**src/rtl/featuremap_channel_accum.sv**
```systemverilog
// featuremap_channel_accum
//
// Sums NUM_CH signed fixed-point channels that arrive from show-ahead FIFOs.
// The sum goes through a two-stage pipeline. Stage 1 registers the exact
// channel sum. Stage 2 then adds BIAS, saturates the result to DATA_WIDTH and
// optionally applies ReLU. A pixel counter flags the last pixel of each
// WIDTH*HEIGHT frame on last_out.
//
// Ports
//   clk             : single clock, rising edge
//   rst             : asynchronous, active-low reset
//   data_in         : NUM_CH samples, channel c on [c*DATA_WIDTH +: DATA_WIDTH]
//   data_fifo_empty : per-channel FIFO empty flags
//   rdreq           : shared pop strobe to every channel FIFO
//   ready_in        : downstream accepts data_out this cycle
//   valid_out       : data_out holds a result
//   data_out        : biased, saturated, optionally rectified sum
//   last_out        : valid_out on the final pixel of a frame
//
// Handshake: a result transfers on every rising edge where valid_out and
// ready_in are both high. While valid_out=1 and ready_in=0, data_out,
// valid_out and last_out hold. The whole pipeline advances on
// adv = ~valid_out | ready_in. On the input side, a sample set is consumed on
// every edge where rdreq=1. rdreq only rises when every channel FIFO has data,
// so channels never drift apart.
module featuremap_channel_accum #(
  parameter int                            DATA_WIDTH = 16,
  parameter int                            FRAC_BITS  = 8,
  parameter int                            NUM_CH     = 8,
  parameter logic signed [DATA_WIDTH-1:0]  BIAS       = '0,
  parameter int                            RELU_EN    = 1,
  parameter int                            WIDTH      = 56,
  parameter int                            HEIGHT     = 56
) (
  input  logic                         clk,
  input  logic                         rst,
  input  logic [NUM_CH*DATA_WIDTH-1:0] data_in,
  input  logic [NUM_CH-1:0]            data_fifo_empty,
  output logic                         rdreq,
  input  logic                         ready_in,
  output logic                         valid_out,
  output logic [DATA_WIDTH-1:0]        data_out,
  output logic                         last_out
);

  // The sum of NUM_CH values needs clog2(NUM_CH) guard bits. Adding the bias
  // can carry one bit further, so stage 2 works one bit wider than that.
  localparam int SUM_W = DATA_WIDTH + $clog2(NUM_CH);
  localparam int EXT_W = SUM_W + 1;
  localparam int NPIX  = WIDTH * HEIGHT;
  localparam int CNT_W = (NPIX > 1) ? $clog2(NPIX) : 1;
  localparam logic [CNT_W-1:0] LAST_PIX = CNT_W'(NPIX - 1);

  localparam logic signed [EXT_W-1:0] SAT_MAX =
    {{(EXT_W-DATA_WIDTH+1){1'b0}}, {(DATA_WIDTH-1){1'b1}}};
  localparam logic signed [EXT_W-1:0] SAT_MIN =
    {{(EXT_W-DATA_WIDTH+1){1'b1}}, {(DATA_WIDTH-1){1'b0}}};

  // Elaboration-time parameter sanity checks.
  if (NUM_CH < 2 || NUM_CH > 64) begin : g_bad_num_ch
    $error("featuremap_channel_accum: NUM_CH must be in 2..64");
  end
  if (FRAC_BITS < 0 || FRAC_BITS >= DATA_WIDTH) begin : g_bad_frac_bits
    $error("featuremap_channel_accum: FRAC_BITS must be in 0..DATA_WIDTH-1");
  end

  logic                    adv;
  logic                    s1_valid;
  logic signed [SUM_W-1:0] s1_sum;
  logic signed [SUM_W-1:0] sum_comb;
  logic signed [EXT_W-1:0] biased;
  logic [DATA_WIDTH-1:0]   clipped;
  logic [DATA_WIDTH-1:0]   result;
  logic [CNT_W-1:0]        pix_cnt;

  assign adv = ~valid_out | ready_in;

  // Gating with rst keeps the FIFOs untouched while reset is held. During
  // reset, valid_out=0 would otherwise make adv=1.
  assign rdreq = rst & adv & (data_fifo_empty == '0);

  // Stage-1 adder: sign-extend every channel, then sum at full width.
  always_comb begin
    sum_comb = '0;
    for (int c = 0; c < NUM_CH; c++) begin
      sum_comb = sum_comb +
        {{(SUM_W-DATA_WIDTH){data_in[c*DATA_WIDTH+DATA_WIDTH-1]}},
         data_in[c*DATA_WIDTH +: DATA_WIDTH]};
    end
  end

  // Stage-2 datapath: bias, then saturate, then ReLU.
  always_comb begin
    biased = {s1_sum[SUM_W-1], s1_sum} +
             {{(EXT_W-DATA_WIDTH){BIAS[DATA_WIDTH-1]}}, BIAS};
    if (biased > SAT_MAX) begin
      clipped = {1'b0, {(DATA_WIDTH-1){1'b1}}};
    end else if (biased < SAT_MIN) begin
      clipped = {1'b1, {(DATA_WIDTH-1){1'b0}}};
    end else begin
      clipped = biased[DATA_WIDTH-1:0];
    end
    if (RELU_EN != 0 && clipped[DATA_WIDTH-1]) begin
      result = '0;
    end else begin
      result = clipped;
    end
  end

  always_ff @(posedge clk or negedge rst) begin
    if (!rst) begin
      s1_valid  <= 1'b0;
      s1_sum    <= '0;
      valid_out <= 1'b0;
      data_out  <= '0;
      pix_cnt   <= '0;
    end else begin
      // Both stages move together. A drain and a refill in the same cycle
      // therefore need no special case.
      if (adv) begin
        s1_valid <= rdreq;
        if (rdreq) begin
          s1_sum <= sum_comb;
        end
        valid_out <= s1_valid;
        data_out  <= result;
      end
      if (valid_out && ready_in) begin
        pix_cnt <= (pix_cnt == LAST_PIX) ? '0 : pix_cnt + 1'b1;
      end
    end
  end

  assign last_out = valid_out & (pix_cnt == LAST_PIX);

endmodule

```
**config.mk**
```make
export PLATFORM = sky130hd
export DESIGN_NAME = featuremap_channel_accum
export DESIGN_NICKNAME = d
export VERILOG_FILES = /design/src/rtl/featuremap_channel_accum.sv
export SDC_FILE = /design/constraint.sdc
export NUM_CORES = 1
export LEC_CHECK = 0
export ABC_AREA = 1
export CORE_MARGIN = 3
export CORE_UTILIZATION = 55
export DETAILED_ROUTE_END_ITERATION = 8
export PLACE_DENSITY = 0.89
export SLEW_MARGIN = 40
export SYNTH_ARGS = -nofsm -noshare
export SYNTH_HDL_FRONTEND = slang
export SYNTH_SLANG_ARGS = --single-unit
export TNS_END_PERCENT = 30
```
**constraint.sdc**
```tcl
create_clock -name clk -period 3.37 [get_ports clk]
set_clock_uncertainty 0.05 [all_clocks]
set_input_delay 0.337 -clock clk [delete_from_list [all_inputs] [get_ports clk]]
set_output_delay 0.337 -clock clk [all_outputs]
set_load 0.02 [all_outputs]
```
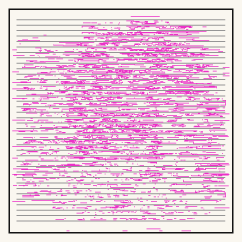
run_1/m1.png
(2 px per um) Supply wires on this layer in grey.
1136 nets have wire on it. The layer holds 35% of the routed length. The wires run mostly horizontal. The layer carries 5680 um of wire. The longest straight run is 24.8 um.
met1 usage: 0.272
DR vias: 5592
Routed WL: 16100 um

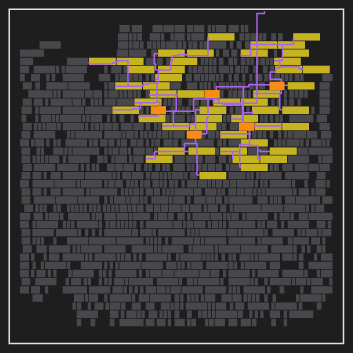
run_1/clock_wires.png
(3 px per um)
Orange stands for clock-net drivers, count 5. Yellow stands for flip-flops, count 48. Purple stands for clock wires, length 507 um.
There are 6 routed clock nets.

==> summary.txt, run 1 <==
run metrics: outcome finished, violations left, violated checks setup timing, Well Taps 136, register bank with the most flops s1_sum, post-DR vias/cell 5.01, net count entering floorplan 1055, DR pass1 iterations 5, final instance area 8560 um2, number of H-tree levels 2, final core occ 0.814, Worst path top cell family by delay adder cells, final setup fails 15, Seq cells 48, worst slew pin tran 627 ps, Logic inverters 305, min setup slack post-route -448 ps, combinational gate count 438, CTS buffer count 5, floorplan utilization 0.576, hold_ws 118 ps, Filler cells 616
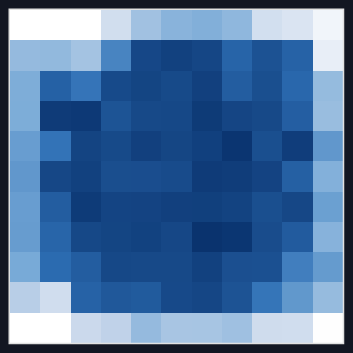
run_1/util_map.png
(3 px per um) The die is cut into 11 by 11 equal tiles; white is low, dark blue is high, 0 to 100% covered.
The densest ninth of the die: middle. The fullest tile reaches 99%. 5.0% of the tiles are nearly empty. The mean over all tiles is 68%. 60% of the tiles are over 75% full.

run_1/m3.png
(4 px per um) Cells faint in the background.
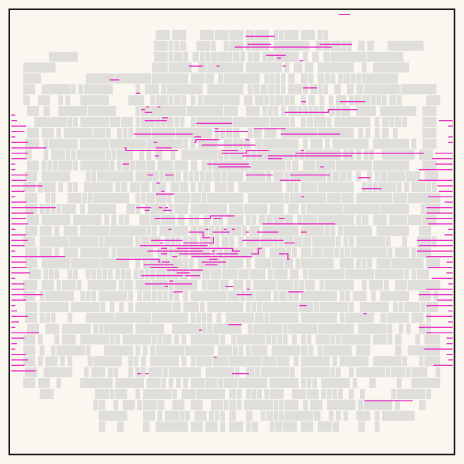

==> run 1 -> run 2 <==
--- a/config.mk
+++ b/config.mk
@@ -6,7 +6,7 @@
 export NUM_CORES = 1
 export LEC_CHECK = 0
 export ABC_AREA = 1
-export CORE_MARGIN = 3
+export CORE_MARGIN = 5
 export CORE_UTILIZATION = 55
 export DETAILED_ROUTE_END_ITERATION = 8
 export PLACE_DENSITY = 0.89
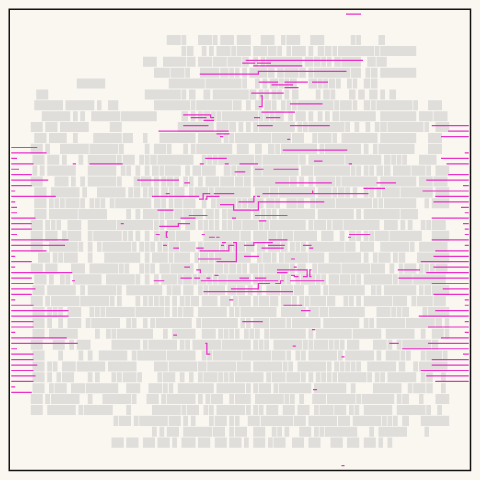
run_2/m3.png
(4 px per um) Cells faint in the background.
167 nets have wire on it. The layer carries 1150 um of wire. The wires run mostly horizontal.
DR vias: 5631
Routed WL: 16000 um
met3 GRT Util: 0.0405

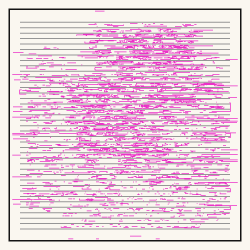
run_2/m1.png
(2 px per um) Supply wires on this layer in grey.
The layer carries 5400 um of wire. The longest straight run is 23.5 um. 1119 nets have wire on it.

==> summary.txt, run 2 <==
run metrics: min setup slack post-route -381 ps, YS warnings 0, die height 115 um, post-DR vias/cell 5.04, final instance area 8520 um2, Remaining DRCs 0, Leading cell kind logic gates, synth cell count leaders 302 x inv_1, 171 x nand2_1, 99 x fa_1, fin nets 1235, violated checks setup timing, register bank with the most flops s1_sum, Logic inverters 305, FF-to-FF Start valid_out, DR pass1 iterations 5, CP Capture Type flop, top cells, area fa_1 33%, dfrtp_1 20%, inv_1 19%, nand2_1 11%, ha_1 4.1%, Worst path top cell family by delay adder cells, vias in the first global route 6063, hold_ws 131 ps, combinational gate count 438, initial antenna violation count 0, Filler cells 719, net count entering floorplan 1055, M1 WL 5400 um, first-pass GRT wire length 25600 um, worst slew pin tran 698 ps, Well Taps 140, final setup fails 15, OpenROAD warning count 29, CTS buffer count 5, outcome finished, violations left, Post-Place Cell Area 7950 um2, Worst Path Arrival 3950 ps, Crit Reg-Reg Endpoint s1_sum[14], Seq cells 48, WS Path Type input port to flop, Slew HR 0.534, met1 usage 0.263, crit path from data_in[7], number of H-tree levels 2, area fraction in mux cells 0
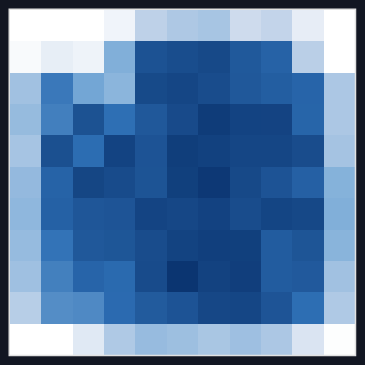
run_2/util_map.png
(3 px per um) The die is cut into 11 by 11 equal tiles; white is low, dark blue is high, 0 to 100% covered.
56% of the tiles are over 75% full. The fullest tile reaches 98%. The densest ninth of the die: middle. 6.6% of the tiles are nearly empty. The emptiest ninth of the die: top left. The mean over all tiles is 63%.
final core occ: 0.786
floorplan utilization: 0.559
total core area: 10800 um2

run_2/clock_wires.png
(3 px per um)
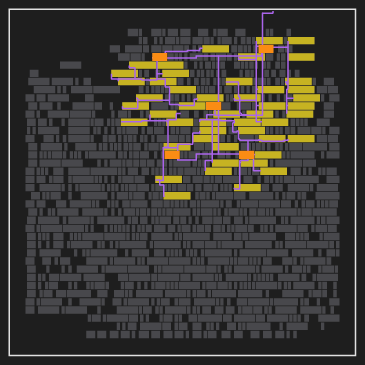

==> run 2 -> run 3 <==
--- a/config.mk
+++ b/config.mk
@@ -9,6 +9,7 @@
 export CORE_MARGIN = 5
 export CORE_UTILIZATION = 55
 export DETAILED_ROUTE_END_ITERATION = 8
+export GPL_ROUTABILITY_DRIVEN = 1
 export PLACE_DENSITY = 0.89
 export SLEW_MARGIN = 40
 export SYNTH_ARGS = -nofsm -noshare
==> constraint.sdc (replaced) <==
create_clock -name clk -period 4.55 [get_ports clk]
set_clock_uncertainty 0.05 [all_clocks]
set_input_delay 0.455 -clock clk [delete_from_list [all_inputs] [get_ports clk]]
set_output_delay 0.455 -clock clk [all_outputs]
set_load 0.02 [all_outputs]
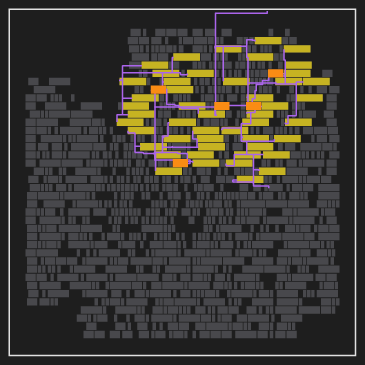
run_3/clock_wires.png
(3 px per um)
Purple stands for clock wires, length 504 um. Yellow stands for flip-flops, count 48. Orange stands for clock-net drivers, count 5.
There are 6 routed clock nets.
Latency at later pin: 300 ps

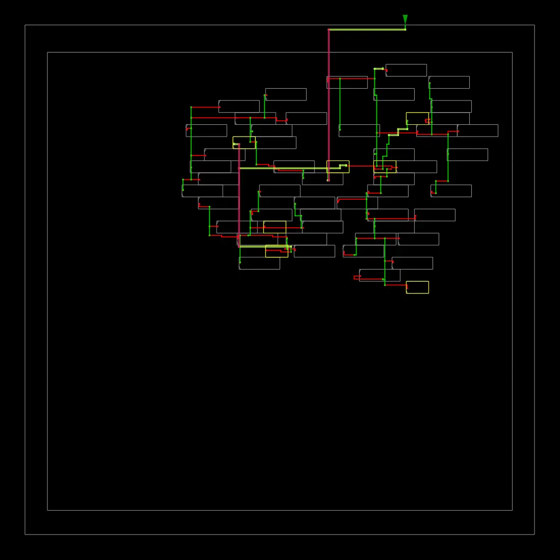
run_3/clock_nets.png
Clock buffer cells: 7
CTS buffer count: 5

==> summary.txt, run 3 <==
run metrics: Seq cells 48, combinational gate count 438, final instance area 7910 um2, Well Taps 140, met3 GRT Util 0.0274, M1 WL 4790 um, Crit Reg-Reg Endpoint s1_sum[6], worst slew pin tran 641 ps, YS warnings 0, met1 usage 0.239, DR vias 5061, outcome finished clean, top cells, area fa_1 33%, dfrtp_1 20%, inv_1 19%, nand2_1 11%, ha_1 4.1%, floorplan utilization 0.559, synth cell count leaders 302 x inv_1, 171 x nand2_1, 99 x fa_1, DR pass1 iterations 4, FF-to-FF Start valid_out, CP Capture Type flop, crit path from data_in[50], Worst path top cell family by delay adder cells, Filler cells 798, first-pass GRT wire length 21900 um
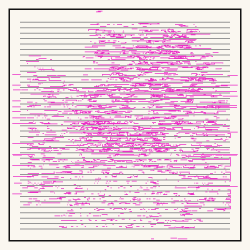
run_3/m1.png
(2 px per um) Supply wires on this layer in grey.
The longest straight run is 29.4 um. The layer carries 4790 um of wire.

